`src/rtl/switch_pkg.sv`:
```
// Shared encodings for the switch register host master: command ops, engine states, register map.
// The GAP engine state exists only when HOST_POLL_EN is defined.
package switch_pkg;

   typedef enum logic [1:0] {
      OP_WR   = 2'b00,
      OP_RD   = 2'b01,
      OP_POLL = 2'b10,
      OP_RSVD = 2'b11
   } op_e;

   typedef enum logic [2:0] {
      ST_IDLE   = 3'd0,
      ST_WR     = 3'd1,
      ST_RD     = 3'd2,
      ST_RD_CAP = 3'd3,
`ifdef HOST_POLL_EN
      ST_RSP    = 3'd4,
      ST_GAP    = 3'd5
`else
      ST_RSP    = 3'd4
`endif
   } state_e;

   localparam int CMD_W = 37;

   localparam logic [2:0] REG_CTRL   = 3'd0;
   localparam logic [2:0] REG_STATUS = 3'd1;
   localparam logic [2:0] REG_DATA   = 3'd2;
   localparam logic [2:0] REG_POLL   = 3'd3;

   // FIFO entry layout: {op[36:35], addr[34:32], data[31:0]}
   function automatic logic [CMD_W-1:0] pack_cmd(input op_e op, input logic [2:0] addr,
                                                 input logic [31:0] data);
      return {op, addr, data};
   endfunction

endpackage

```
`src/rtl/host_cmd_fifo.sv`:
```
// Command FIFO for sw_host_master: power-of-two depth, registered count, show-ahead head output.
module host_cmd_fifo #(
   parameter int WIDTH = 37,
   parameter int DEPTH = 4
) (
   input  logic             clk,
   input  logic             reset,
   input  logic             i_push,
   input  logic [WIDTH-1:0] i_din,
   input  logic             i_pop,
   output logic [WIDTH-1:0] o_dout,
   output logic             o_empty,
   output logic             o_full
);

   localparam int AW = (DEPTH > 1) ? $clog2(DEPTH) : 1;

   logic [WIDTH-1:0] r_mem [DEPTH];
   logic [AW-1:0]    r_wr_ptr;
   logic [AW-1:0]    r_rd_ptr;
   logic [AW:0]      r_count;
   logic             w_do_push;
   logic             w_do_pop;

   assign o_empty   = (r_count == '0);
   assign o_full    = (r_count == (AW+1)'(DEPTH));
   assign w_do_push = i_push && !o_full;
   assign w_do_pop  = i_pop && !o_empty;
   assign o_dout    = r_mem[r_rd_ptr];

   // Pointers wrap naturally because DEPTH is a power of two.
   always_ff @(posedge clk or posedge reset) begin
      if (reset) begin
         r_wr_ptr <= '0;
         r_rd_ptr <= '0;
         r_count  <= '0;
      end else begin
         if (w_do_push) r_wr_ptr <= r_wr_ptr + AW'(1);
         if (w_do_pop)  r_rd_ptr <= r_rd_ptr + AW'(1);
         case ({w_do_push, w_do_pop})
            2'b10:   r_count <= r_count + (AW+1)'(1);
            2'b01:   r_count <= r_count - (AW+1)'(1);
            default: r_count <= r_count;
         endcase
      end
   end

   always_ff @(posedge clk) begin
      if (w_do_push) r_mem[r_wr_ptr] <= i_din;
   end

endmodule

```
`src/rtl/sw_host_master.sv`:
```
// Host-side bus master for the switch register slave: queued write/read/poll commands, one bus op at a time.
// Define HOST_POLL_EN to enable repeated polling on bit 31 with a GAP cycle between reads.
module sw_host_master
   import switch_pkg::*;
#(
   parameter int CMD_DEPTH = 4,
   parameter int POLL_MAX  = 255
) (
   input  logic        clk,
   input  logic        reset,
   input  logic        cmd_valid,
   output logic        cmd_ready,
   input  logic [1:0]  cmd_op,
   input  logic [2:0]  cmd_addr,
   input  logic [31:0] cmd_data,
   output logic        rsp_valid,
   input  logic        rsp_ready,
   output logic [31:0] rsp_data,
   output logic        rsp_timeout,
   output logic        chipselect,
   output logic        write,
   output logic        read,
   output logic [2:0]  address,
   output logic [31:0] writedata,
   input  logic [31:0] readdata,
   output logic        busy,
   output logic [2:0]  dbg_state
);

   if (CMD_DEPTH < 2 || (CMD_DEPTH & (CMD_DEPTH - 1)) != 0 || POLL_MAX < 1) begin : g_bad_cfg
      $error("sw_host_master: CMD_DEPTH must be a power of two >= 2 and POLL_MAX >= 1");
   end

   state_e            r_state;
   logic              r_rdy;
   logic              r_cs;
   logic              r_wr;
   logic              r_rd;
   logic [2:0]        r_addr;
   logic [31:0]       r_wdata;
   logic              r_rsp_valid;
   logic [31:0]       r_rsp_data;
   logic              w_empty;
   logic              w_full;
   logic              w_push;
   logic              w_pop;
   logic [CMD_W-1:0]  w_head;
   op_e               w_op;

   assign w_push = cmd_valid && cmd_ready;
   assign w_pop  = (r_state == ST_IDLE) && !w_empty;
   assign w_op   = op_e'(w_head[36:35]);

   host_cmd_fifo #(.WIDTH(CMD_W), .DEPTH(CMD_DEPTH)) u_fifo (
      .clk     (clk),
      .reset   (reset),
      .i_push  (w_push),
      .i_din   (pack_cmd(op_e'(cmd_op), cmd_addr, cmd_data)),
      .i_pop   (w_pop),
      .o_dout  (w_head),
      .o_empty (w_empty),
      .o_full  (w_full)
   );

`ifdef HOST_POLL_EN
   localparam int PCW = $clog2(POLL_MAX + 1);
   logic           r_poll;
   logic [2:0]     r_poll_addr;
   logic [PCW-1:0] r_poll_cnt;
   logic           r_timeout;
   assign rsp_timeout = r_timeout;
`else
   assign rsp_timeout = 1'b0;
`endif

   always_ff @(posedge clk or posedge reset) begin
      if (reset) begin
         r_state     <= ST_IDLE;
         r_rdy       <= 1'b0;
         r_cs        <= 1'b0;
         r_wr        <= 1'b0;
         r_rd        <= 1'b0;
         r_addr      <= '0;
         r_wdata     <= '0;
         r_rsp_valid <= 1'b0;
         r_rsp_data  <= '0;
`ifdef HOST_POLL_EN
         r_poll      <= 1'b0;
         r_poll_addr <= '0;
         r_poll_cnt  <= '0;
         r_timeout   <= 1'b0;
`endif
      end else begin
         r_rdy <= 1'b1;
         case (r_state)
            ST_IDLE: begin
               // Strobes are registered on the pop edge so they line up with the WR/RD state.
               if (!w_empty) begin
                  case (w_op)
                     OP_WR: begin
                        r_cs    <= 1'b1;
                        r_wr    <= 1'b1;
                        r_addr  <= w_head[34:32];
                        r_wdata <= w_head[31:0];
                        r_state <= ST_WR;
                     end
                     OP_RD, OP_POLL: begin
                        r_cs    <= 1'b1;
                        r_rd    <= 1'b1;
                        r_addr  <= w_head[34:32];
                        r_state <= ST_RD;
`ifdef HOST_POLL_EN
                        r_poll      <= (w_op == OP_POLL);
                        r_poll_addr <= w_head[34:32];
                        r_poll_cnt  <= PCW'(1);
`endif
                     end
                     default: r_state <= ST_IDLE;
                  endcase
               end
            end
            ST_WR: begin
               r_cs    <= 1'b0;
               r_wr    <= 1'b0;
               r_addr  <= '0;
               r_wdata <= '0;
               r_state <= ST_IDLE;
            end
            ST_RD: begin
               r_cs    <= 1'b0;
               r_rd    <= 1'b0;
               r_addr  <= '0;
               r_state <= ST_RD_CAP;
            end
            ST_RD_CAP: begin
               r_rsp_data <= readdata;
`ifdef HOST_POLL_EN
               if (r_poll && !readdata[31] && r_poll_cnt != PCW'(POLL_MAX)) begin
                  r_state <= ST_GAP;
               end else begin
                  r_rsp_valid <= 1'b1;
                  r_timeout   <= r_poll && !readdata[31];
                  r_state     <= ST_RSP;
               end
`else
               r_rsp_valid <= 1'b1;
               r_state     <= ST_RSP;
`endif
            end
            ST_RSP: begin
               if (rsp_ready) begin
                  r_rsp_valid <= 1'b0;
                  r_rsp_data  <= '0;
`ifdef HOST_POLL_EN
                  r_timeout   <= 1'b0;
`endif
                  r_state     <= ST_IDLE;
               end
            end
`ifdef HOST_POLL_EN
            ST_GAP: begin
               r_cs       <= 1'b1;
               r_rd       <= 1'b1;
               r_addr     <= r_poll_addr;
               r_poll_cnt <= r_poll_cnt + PCW'(1);
               r_state    <= ST_RD;
            end
`endif
            default: r_state <= ST_IDLE;
         endcase
      end
   end

   assign cmd_ready  = r_rdy && !w_full;
   assign rsp_valid  = r_rsp_valid;
   assign rsp_data   = r_rsp_data;
   assign chipselect = r_cs;
   assign write      = r_wr;
   assign read       = r_rd;
   assign address    = r_addr;
   assign writedata  = r_wdata;
   assign busy       = !w_empty || (r_state != ST_IDLE);
   assign dbg_state  = r_state;

endmodule
```
`config.mk`:
```
export PLATFORM = sky130hd
export DESIGN_NAME = sw_host_master
export DESIGN_NICKNAME = d
export VERILOG_FILES = /design/src/rtl/switch_pkg.sv /design/src/rtl/host_cmd_fifo.sv /design/src/rtl/sw_host_master.sv
export SDC_FILE = /design/constraint.sdc
export NUM_CORES = 1
export LEC_CHECK = 0
export CELL_PAD_IN_SITES_DETAIL_PLACEMENT = 2
export CELL_PAD_IN_SITES_GLOBAL_PLACEMENT = 2
export CORE_ASPECT_RATIO = 1.75
export CORE_MARGIN = 3
export CORE_UTILIZATION = 35
export CTS_CLUSTER_SIZE = 14
export DETAILED_ROUTE_END_ITERATION = 10
export PLACE_DENSITY_LB_ADDON = 0.1
export SYNTH_ARGS = -nofsm -noshare
export SYNTH_HDL_FRONTEND = slang
export SYNTH_HIERARCHICAL = 1
export SYNTH_SLANG_ARGS = --single-unit
```
`constraint.sdc`:
```
create_clock -name clk -period 2.5 [get_ports clk]
set_clock_uncertainty 0.2 [all_clocks]
set_input_delay 0.5 -clock clk [delete_from_list [all_inputs] [get_ports clk]]
set_output_delay 0.5 -clock clk [all_outputs]
set_load 0.01 [all_outputs]
```
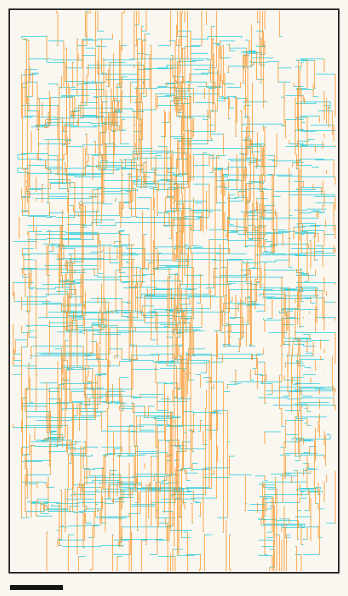
*Wiring by layer, run 1*
Scale bar: 20 microns. Only two layers are drawn.
[cyan] met1 | wire length: 8020 microns
[orange] met2 | wire length: 11500 microns
GRT Resource Usage Total: 16.21%
Routed WL: 20.97 mm
WL per Instance: 22.53 microns

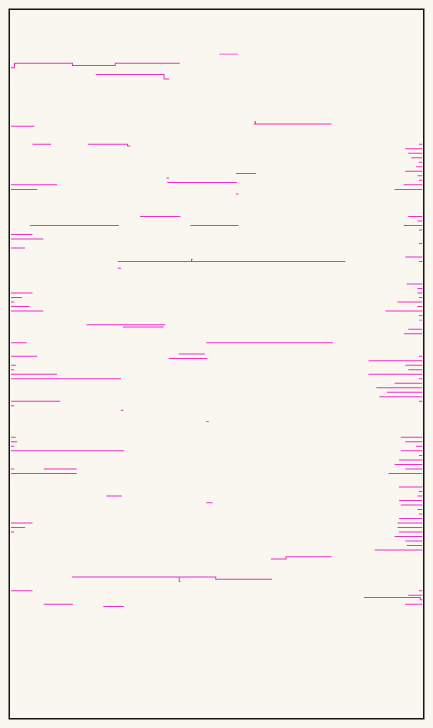
*Metal 3, run 1*
longest straight run: 68.3 microns
main direction: horizontal
wire length on this layer: 1030 microns
nets with wire on the layer: 105
share of all routed wire: 4.9%
via count: 4647
met3 Use GR: 2.966%

==> ci_impl_report.md, run 1 <==
## PnR job results

| Metric | Value |
|---|---|
| Dpl ws | `-0.1244 ns` |
| Setup-failing EPs final | `0` |
| Chip area line of the yosys report | `around 8600 sq um` |
| Worst Setup End Kind | `register` |
| Post-Layout Cell Count | `around 930` |
| Kind of cell adding the most delay to the critical path | `simple AND/OR/NAND/NOR gates` |
| Clock buffers created by TritonCTS | `23` |
| ANT nets after route | `0` |
| Detailed-route DRC error count | `0` |
| Distinct lib cells used | `38` |
| Clock power frac | `25.9%` |
| Final core utilization | `47.58%` |
| PostCTS Resize Cnt | `14` |
| Comb. cell area | `1956 sq um` |
| Fmax | `0.4159 GHz` |
| Dominant cell area share | `51.58%` |
| LEAKAGE | `4.276 nW` |
| Overall power after layout | `13.48 mW` |
| Hold buffers post-CTS | `0` |
| First drt pass iteration count | `4` |
| Cell chosen for the clock root | `clkbuf_16` |
| Worst endpoint required time | `2.71 ns` |
| Placed instance count | `886` |
| Status | `finished clean` |
| Initial drt markers | `181` |
| Final period utilization | `96.19%` |
| First-pass GRT wire length | `33.70 mm` |
| Area delta synth->final | `33.16%` |
| Gpl congestion | `0.7272` |
| Setup crit end | `u_fifo/r_count[2]$_DFFE_PP0P_` |
| Fillers | `2161` |
| Top Consumer | `registers` |
| Ant. Diodes | `0` |
| Synth top cell by count | `edfxtp_1` |
| Port bufs | `148` |
| Tool Warnings | `32` |
| Post-DP Area | `~11000 sq um` |
| Hold slack | `0.1949 ns` |
| Rows | `between 70 and 80` |
| Xor/xnor share | `0.6098%` |
| Final Cell Area | `11470 sq um` |
| Vias in the first global route | `~5500` |
| Combinational logic power | `between 4 and 5 mW` |
| RSZ-0062 raised after global routing | `yes` |
| Post-layout min period | `about 2.4 ns` |
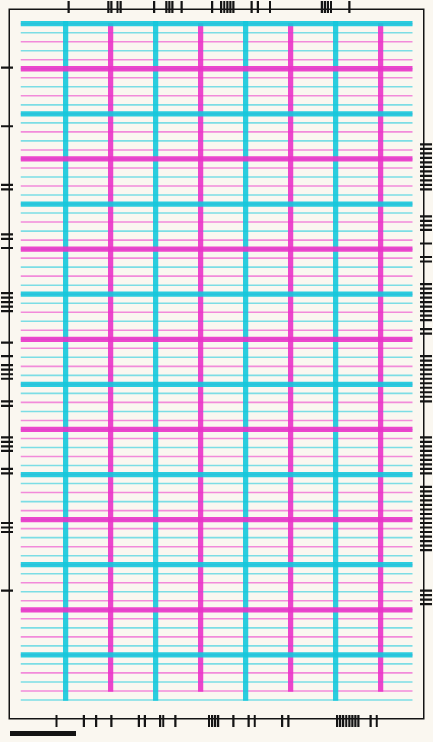
*Floorplan with the power grid, run 1*
Scale bar: 20 microns. Pins as bars on the die edge.
[cyan] VSS
[magenta] VDD
signal pins: 150
met1 rails: 76
met5 straps: 15
rows: 75
met4 straps: 8
Max VDD drop: 608.7 uV
die x size: 124.6 microns
Core ar.: 24120 sq um
Die Height: 213.6 microns

[run 1: area by class of cell]
type | count | area share (%)
inverters | 14 | 0.4907
repair buffers | 177 | 15.80
flip-flops and latches | 230 | 56.67
clock inverters | 10 | 1.308
clock buffers | 30 | 5.332
multi-input cells | 162 | 17.04
well taps | 308 | 3.358
[run 1: layer usage]
layer  track usage (%)  vias up
met5                 0        -
met4             4.200        0
met3             2.966       24
met2             30.42      139
met1             19.20     2424
li1                  -     2060
[run 1: state kept, by name, summed over array words and instances, names as in the netlist]
register         cells
u_fifo/r_mem       148
rsp_data            32
writedata           32
address              3
dbg_state            3
u_fifo/r_count       3
u_fifo/r_rd_ptr      2
u_fifo/r_wr_ptr      2
chipselect           1
r_rdy                1
read                 1
rsp_valid            1
write                1
==> run 2: changes to the inputs <==
- CORE_MARGIN: 3 -> 2
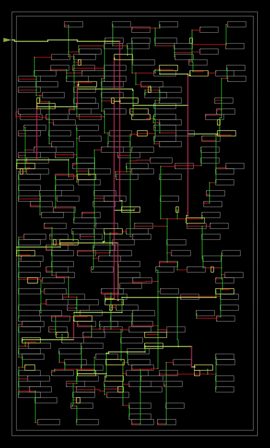
*Clock routing, run 2*
clk latency late pin: 0.52 ns
registers: 230
clk_buf instances: 37

==> ci_impl_report.md, run 2 <==
## PnR job results

| Metric | Value |
|---|---|
| Biggest register | `u_fifo/r_mem` |
| Status | `finished clean` |
| Post-Layout Cell Count | `939 (+0.86%)` |
| LEAKAGE | `4.269 nW (-0.15%)` |
| Max reg flops | `148 (unchanged)` |
| Combinational logic power | `4.65 mW (-0.9%)` |
| Fmax | `0.4155 GHz (about the same)` |
| Worst Setup End Kind | `register` |
| Detailed-route DRC error count | `0 (unchanged)` |
| Hold buffers post-CTS | `0 (unchanged)` |
| Final period utilization | `96.26% (about the same)` |
| Die x size | `122.6 microns (-1.6%)` |
| Core ar. | `24440 sq um (+1.3%)` |
| Chip area line of the yosys report | `8617 sq um (unchanged)` |
| Dpl ws | `-0.2481 ns (-0.1238 ns)` |
| First drt pass iteration count | `4 (unchanged)` |
| WL per Instance | `22.49 microns (-0.17%)` |
| Area delta synth->final | `32.93%` |
| Kind of cell adding the most delay to the critical path | `simple AND/OR/NAND/NOR gates` |
| RSZ-0062 raised after global routing | `yes` |
| First-pass GRT wire length | `33.13 mm (-1.7%)` |
| Setup crit end | `u_fifo/r_count[2]$_DFFE_PP0P_` |
| Top Consumer | `registers` |
| Post-DP Area | `10590 sq um (-0.28%)` |
| GRT Resource Usage Total | `17.00% (+0.79 points)` |
| Final Cell Area | `11450 sq um (-0.18%)` |
| Rows | `76 (+1.3%)` |
| Worst endpoint required time | `2.74 ns (+0.03 ns)` |
| Port bufs | `148 (unchanged)` |
| Initial drt markers | `159 (-12%)` |
| Overall power after layout | `13.42 mW (-0.48%)` |
| Die Height | `211.6 microns (-0.94%)` |
| Hold slack | `0.1287 ns (-0.06620 ns)` |
| ANT nets after route | `0 (unchanged)` |
| Distinct lib cells used | `38 (unchanged)` |
| Tool Warnings | `33 (+3.1%)` |
| Final core utilization | `46.87% (-0.71 points)` |
| Placed instance count | `890 (+0.45%)` |
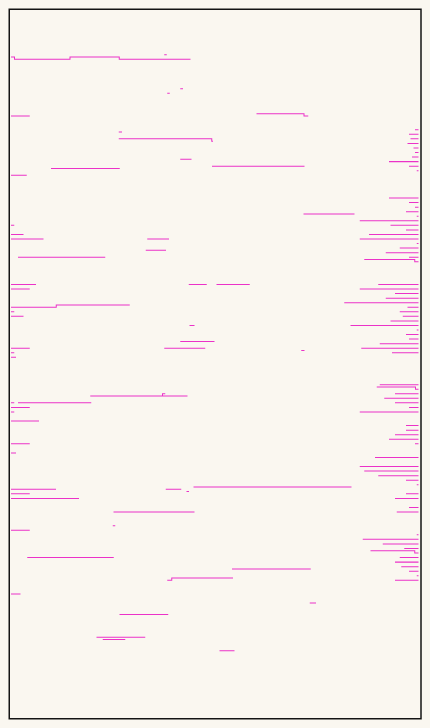
*Metal 3, run 2*
wire length on this layer: 1150 microns
longest straight run: 46.9 microns
Routed WL: 21.12 mm
met3 Use GR: 2.909%
via count: 4700

run 2: cell counts after synthesis:
No cell type changed its count.
run 2: layout make-up:
class | count | area [sq um]
Clock buffer | 37 | 700.7
Clock inverter | 7 | 73.82
Fill cell | 2243 | 12980
Inverter | 14 | 56.30
Multi-Input combinational cell | 162 | 1952
Sequential cell | 230 | 6505
Tap cell | 312 | 390.4
Timing Repair Buffer | 177 | 1777
run 2: logic make-up after synthesis:
kind of cell | count (synthesis) | share of synthesized area [%]
simple gates | 25 | 1.786
buf+inv | 40 | 2.788
xor+xnor | 6 | 0.6100
flops | 230 | 75.39
mux | 39 | 9.917
fa+ha+maj | 9 | 1.394
other cells | 2 | 0.08715
compound gates | 80 | 8.030
Power is estimated from default activity; no workload was simulated.
